==> src/rtl/tpu_seq.sv <==
`default_nettype none
// ============================================================================
// Module      : tpu_seq
// Description : Job sequencer that streams A/B operands into a memory-mapped
//               TPU, clears C, issues a matmul, then streams C out.
// Revision    : 1.0 - initial release
// ============================================================================
module tpu_seq #(
  parameter int DIM         = 8,
  parameter int DATAW       = 64,
  parameter int ADDRW       = 16,
  parameter int MATMUL_WAIT = 32
) (
  input  logic             clk,
  input  logic             rst,
  input  logic             start,
  output logic             busy,
  output logic             done,
  input  logic             in_valid,
  output logic             in_ready,
  input  logic [DATAW-1:0] in_data,
  output logic             out_valid,
  input  logic             out_ready,
  output logic [DATAW-1:0] out_data,
  output logic             out_last,
  output logic [ADDRW-1:0] tpu_addr,
  output logic             tpu_r_w,
  output logic [DATAW-1:0] tpu_wdata,
  input  logic [DATAW-1:0] tpu_rdata
);

  typedef enum logic [2:0] {
    S_IDLE   = 3'd0,
    S_LOAD_A = 3'd1,
    S_LOAD_B = 3'd2,
    S_CLR_C  = 3'd3,
    S_MATMUL = 3'd4,
    S_WAIT   = 3'd5,
    S_READ_C = 3'd6
  } state_t;

  localparam logic [4:0] c_ab_last   = 5'(DIM - 1);
  localparam logic [4:0] c_c_last    = 5'(2 * DIM - 1);
  localparam logic [4:0] c_c_end     = 5'(2 * DIM);
  localparam logic [4:0] c_wait_last = (MATMUL_WAIT <= 1) ? 5'd0 : 5'(MATMUL_WAIT - 1);

  state_t             state_q, state_d;
  logic [4:0]         idx_q, idx_d;
  logic               done_q, done_d;
  logic               out_valid_q, out_valid_d;
  logic               out_last_q, out_last_d;
  logic [DATAW-1:0]   out_data_q, out_data_d;

  logic [11:0]        w_addr;
  logic [11:0]        w_c_addr;
  logic               w_accept;

  always_ff @(posedge clk) begin
    if (rst) begin
      state_q     <= S_IDLE;
      idx_q       <= 5'd0;
      done_q      <= 1'b0;
      out_valid_q <= 1'b0;
      out_last_q  <= 1'b0;
      out_data_q  <= '0;
    end else begin
      state_q     <= state_d;
      idx_q       <= idx_d;
      done_q      <= done_d;
      out_valid_q <= out_valid_d;
      out_last_q  <= out_last_d;
      out_data_q  <= out_data_d;
    end
  end

  // C is laid out as two half-row words per row
  assign w_c_addr = 12'h300 + {4'b0000, idx_q[4:1], 4'b0000} + {8'h00, idx_q[0], 3'b000};
  assign w_accept = out_valid_q & out_ready;

  always_comb begin
    state_d     = state_q;
    idx_d       = idx_q;
    done_d      = 1'b0;
    out_valid_d = out_valid_q;
    out_last_d  = out_last_q;
    out_data_d  = out_data_q;
    w_addr      = 12'h000;
    tpu_r_w     = 1'b0;
    tpu_wdata   = '0;
    in_ready    = 1'b0;

    if (w_accept) begin
      out_valid_d = 1'b0;
      out_last_d  = 1'b0;
    end

    case (state_q)
      S_IDLE: begin
        if (start) begin
          state_d = S_LOAD_A;
          idx_d   = 5'd0;
        end
      end
      S_LOAD_A: begin
        in_ready = 1'b1;
        if (in_valid) begin
          w_addr    = 12'h100 + {4'b0000, idx_q, 3'b000};
          tpu_r_w   = 1'b1;
          tpu_wdata = in_data;
          idx_d     = idx_q + 5'd1;
          if (idx_q == c_ab_last) begin
            state_d = S_LOAD_B;
            idx_d   = 5'd0;
          end
        end
      end
      S_LOAD_B: begin
        in_ready = 1'b1;
        if (in_valid) begin
          w_addr    = 12'h200;
          tpu_r_w   = 1'b1;
          tpu_wdata = in_data;
          idx_d     = idx_q + 5'd1;
          if (idx_q == c_ab_last) begin
            state_d = S_CLR_C;
            idx_d   = 5'd0;
          end
        end
      end
      S_CLR_C: begin
        w_addr  = w_c_addr;
        tpu_r_w = 1'b1;
        idx_d   = idx_q + 5'd1;
        if (idx_q == c_c_last) begin
          state_d = S_MATMUL;
          idx_d   = 5'd0;
        end
      end
      S_MATMUL: begin
        w_addr  = 12'h400;
        tpu_r_w = 1'b1;
        state_d = S_WAIT;
        idx_d   = 5'd0;
      end
      S_WAIT: begin
        idx_d = idx_q + 5'd1;
        if (idx_q == c_wait_last) begin
          state_d = S_READ_C;
          idx_d   = 5'd0;
        end
      end
      S_READ_C: begin
        // idx == 2*DIM means every word is captured; drain the last one
        if (idx_q != c_c_end) begin
          if (!out_valid_q || out_ready) begin
            w_addr      = w_c_addr;
            out_data_d  = tpu_rdata;
            out_valid_d = 1'b1;
            out_last_d  = (idx_q == c_c_last);
            idx_d       = idx_q + 5'd1;
          end
        end else if (w_accept) begin
          state_d = S_IDLE;
          idx_d   = 5'd0;
          done_d  = 1'b1;
        end
      end
      default: begin
        state_d = S_IDLE;
        idx_d   = 5'd0;
      end
    endcase
  end

  assign tpu_addr  = ADDRW'(w_addr);
  assign busy      = (state_q != S_IDLE);
  assign done      = done_q;
  assign out_valid = out_valid_q;
  assign out_last  = out_last_q;
  assign out_data  = out_data_q;

endmodule
`default_nettype wire

==> config.mk <==
export PLATFORM = sky130hd
export DESIGN_NAME = tpu_seq
export DESIGN_NICKNAME = d
export VERILOG_FILES = /design/src/rtl/tpu_seq.sv
export SDC_FILE = /design/constraint.sdc
export NUM_CORES = 1
export LEC_CHECK = 0
export CAP_MARGIN = 10
export CORE_AREA = 2 2 110 112
export DETAILED_ROUTE_END_ITERATION = 10
export DIE_AREA = 0 0 112 114
export GPL_TIMING_DRIVEN = 1
export PLACE_DENSITY = 0.74
export SYNTH_ARGS = -nofsm -noshare
export SYNTH_HDL_FRONTEND = slang
export SYNTH_SLANG_ARGS = --single-unit
==> constraint.sdc <==
create_clock -name clk -period 2.6 [get_ports clk]
set_input_delay 0.52 -clock clk [delete_from_list [all_inputs] [get_ports clk]]
set_output_delay 0.52 -clock clk [all_outputs]
set_load 0.02 [all_outputs]
Wiring by layer:
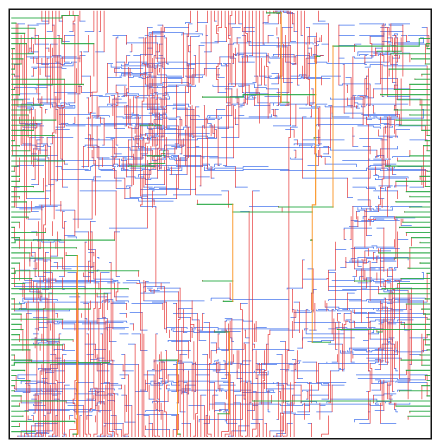
layer	colour	wire length
met1	blue	4930 um
met2	red	6920 um
met3	green	1210 um
met4	orange	259 um
GRT Util Overall: 19.9%
final wirelength: 13300 um
via count: 4235
WL per Instance: 15.0 um

M3 wires:
Bar = 20 um.
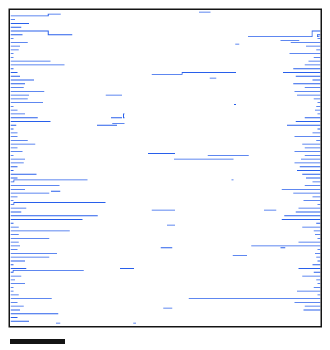
wire length on this layer	1210 um
share of all routed wire	9.1%
longest straight run	47.2 um
main direction	horizontal
nets with wire on the layer	170

==> results_dict.tcl <==
# flow metrics
set metrics [dict create \
    status "finished clean" \
    worstPathCellList "nand2b_1, a21oi_4, bufbuf_16, and3_1, dlygate4sd2_1" \
    syn_inst 477 \
    io_buffers 274 \
    final_nets 874 \
    period_used_pct 97.9 \
    max_freq_ghz 0.393 \
    critPathSlowestCell "dfxtp_2" \
    clk_pin_slew_ns 0.06 \
    hold_violations 0 \
    synthTopCellsByArea "dfxtp_1 42%, nand2_1 14%, and3_1 11%, a21oi_1 10%, clkbuf_1 3.1%" \
    cts_buffers 9 \
    setup_viol 0 \
    dp_hpwl_um 10300 \
    place.gp.congestion 0.847 \
    required_ns 2.08 \
    worstSkewPairLatency_ns 0.33 \
    die_area_um2 12800 \
    drtAntennaViolNets 0 \
    cts_setup_buffers 0 \
    rows 40 \
    skew_ns 0.00588 \
    floorplan.core_util_pct 30.2 \
    edf_count 0 \
    io_pins 283 \
    worst_pin_slew_ns 0.647 \
    hold_class "flop to flop" \
    die.size.y_um 114 \
    finish.cell_count_without_fillers 888 \
    synth_seq_share_pct 42.4 \
    fin_tns_setup_ns 0 \
    core-area_um2 11700 \
    grt_max_degree 66 \
    syn_area_um2 3540 \
    synth_cell_type_count 46 \
    ys_cells 477 \
    cp-end-kind "output port" \
    placed_cells 871 \
    rsz0062_at_grt "no" \
    ys_async_sr_fraction_pct 0 \
    cp_num_buf_inv 2 \
    die_w_um 112 \
    antenna_found_initial 0 \
    drt-initial-drc-count 248 \
    synthFlopType "dfxtp_1" \
    critPathMaxStageDelay_ns 0.38 \
    grt_pass1_vias 4065 \
    vdd_drop_max_uv 430 \
    drv_slew 0 \
    warnings 29 \
    synth_top_cell_by_count "nand2_1" \
    worst-setup-path-type "flop to output port" \
    fin_crit_ns 2.55 \
    top_cell_area_share_pct 42.4 \
    startpoint_type "flop" \
    cp.arrival_ns 2.03 \
    common_cells "136 x nand2_1, 75 x dfxtp_1, 71 x a21oi_1, 65 x and3_1, 29 x clkbuf_1" \
    drc 0 \
    viasPerCell 4.77 \
    p_total_mw 4.24 \
    overflow 0 \
    root_buffer "clkbuf_16" \
    drive_gt1_share_pct 6.75 \
    power_density_nw_per_um2 628 \
    p_leak_nw 2.90 \
    syn_to_final_growth_pct 91.0 \
    antenna_cells 0 \
    synth-area-yosys_um2 3540 \
    yosys_warnings 0 \
    top_area_cell "dfxtp_1" \
    cts_tree "built" \
    cpLargestDelayFamily "buffers and inverters" \
    cts.path.max_buffers 2 \
    grt_pass1_wl_um 20400 \
    slew_headroom_pct 56.9 \
    clkSinkCount 75 \
    synth_flop_count 75 \
    avgSynthCellArea_um2 7.42 \
    maxCapViolations 0 \
    htree_levels 3 \
    path_max_fanout 33 \
    drtPass1Iterations 4 \
]
[worst reg2reg max path: cells and delay by family (launching register included)]
family / cells / cell delay, ns
flip-flops: 1 / 0.40
AND-OR/OR-AND: 3 / 0.69
adder cells (fa/ha/maj): 2 / 0.48
AND/OR/NAND/NOR: 3 / 0.82
[sequential cells by signal, summed over array words and instances (netlist names)]
| signal | count |
|---|---|
| done | 1 |
| idx_q | 5 |
| out_data | 64 |
| out_last | 1 |
| out_valid | 1 |
| state_q | 3 |
[power breakdown]
group	leakage, nW	switching (mW)	internal (mW)
logic	2.12	0.797	0.728
clock network	0.177	0.459	1.04
registers	0.605	0.0460	1.18
total	2.90	1.30	2.94
[cells in the final DEF, fill, tap and decap left out, types with 7 or more instances in the layout]
master	instances
o21ai_0	7
nand2_1	136
dfxtp_1	73
buf_4	15
dlygate4sd2_1	50
and3_1	65
clkdlybuf4s50_1	200
nor2_1	12
inv_1	7
clkbuf_16	9
conb_1	8
a21oi_1	70
clkdlybuf4s15_1	18
[through the flow]
step	hold WS, ns	setup WS (ns)	utilization, %	instance area, um2
2_1_floorplan	0.512	0.290	-	3560
3_3_place_gp	0.440	-0.166	54.9	6420
3_5_place_dp	0.448	-0.189	54.9	6420
4_1_cts	0.456	0.0322	57.5	6740
5_1_grt	0.475	0.0000586	57.7	6760
6_report	0.454	0.0534	57.7	6760
[metal layers]
metal	part of all wire (%)	global-route usage, %	vias up	wire [um]
met1	37	20.2	1919	4930
met2	52	38.0	191	6920
met4	1.9	6.75	0	258
met5	0	0	-	0
li1	-	-	2105	-
met3	9.1	6.96	20	1210
[final timing paths]
check	start	cells after the start	slack (ns)	endpoint
worst max-delay path	state_q[1]	5	0.05	tpu_wdata[45]
worst min-delay path	out_data[23]	2	0.45	out_data[23]
worst max register to register	idx_q[1]	8	0.15	state_q[0]
worst min register to register	out_data[23]	2	0.45	out_data[23]
[cell type report]
type | instances | area (um2)
clock buffer | 10 | 229
clock inverter | 6 | 138
fill | 1113 | 4950
inverter | 7 | 26.3
multi-input combinational | 351 | 1820
sequential | 75 | 1500
tap | 147 | 184
timing repair buffer | 292 | 2860
[logic make-up after synthesis]
kind of cell    after synthesis  share of synthesized area (%)
compound gates               95                           14.9
fa+ha+maj                     5                           1.77
buf+inv                      58                           7.46
flops                        75                           42.4
mux                           2                          0.601
other cells                   1                          0.106
simple gates                241                           32.7
[what timing repair did]
item / CTS / global route
endpoints found under the setup margin: 73 / 21
resized: 75 / 24
gates cloned: 1 / 0
hold buffers: 0 / 0
Power and IR drop assume default switching activity.
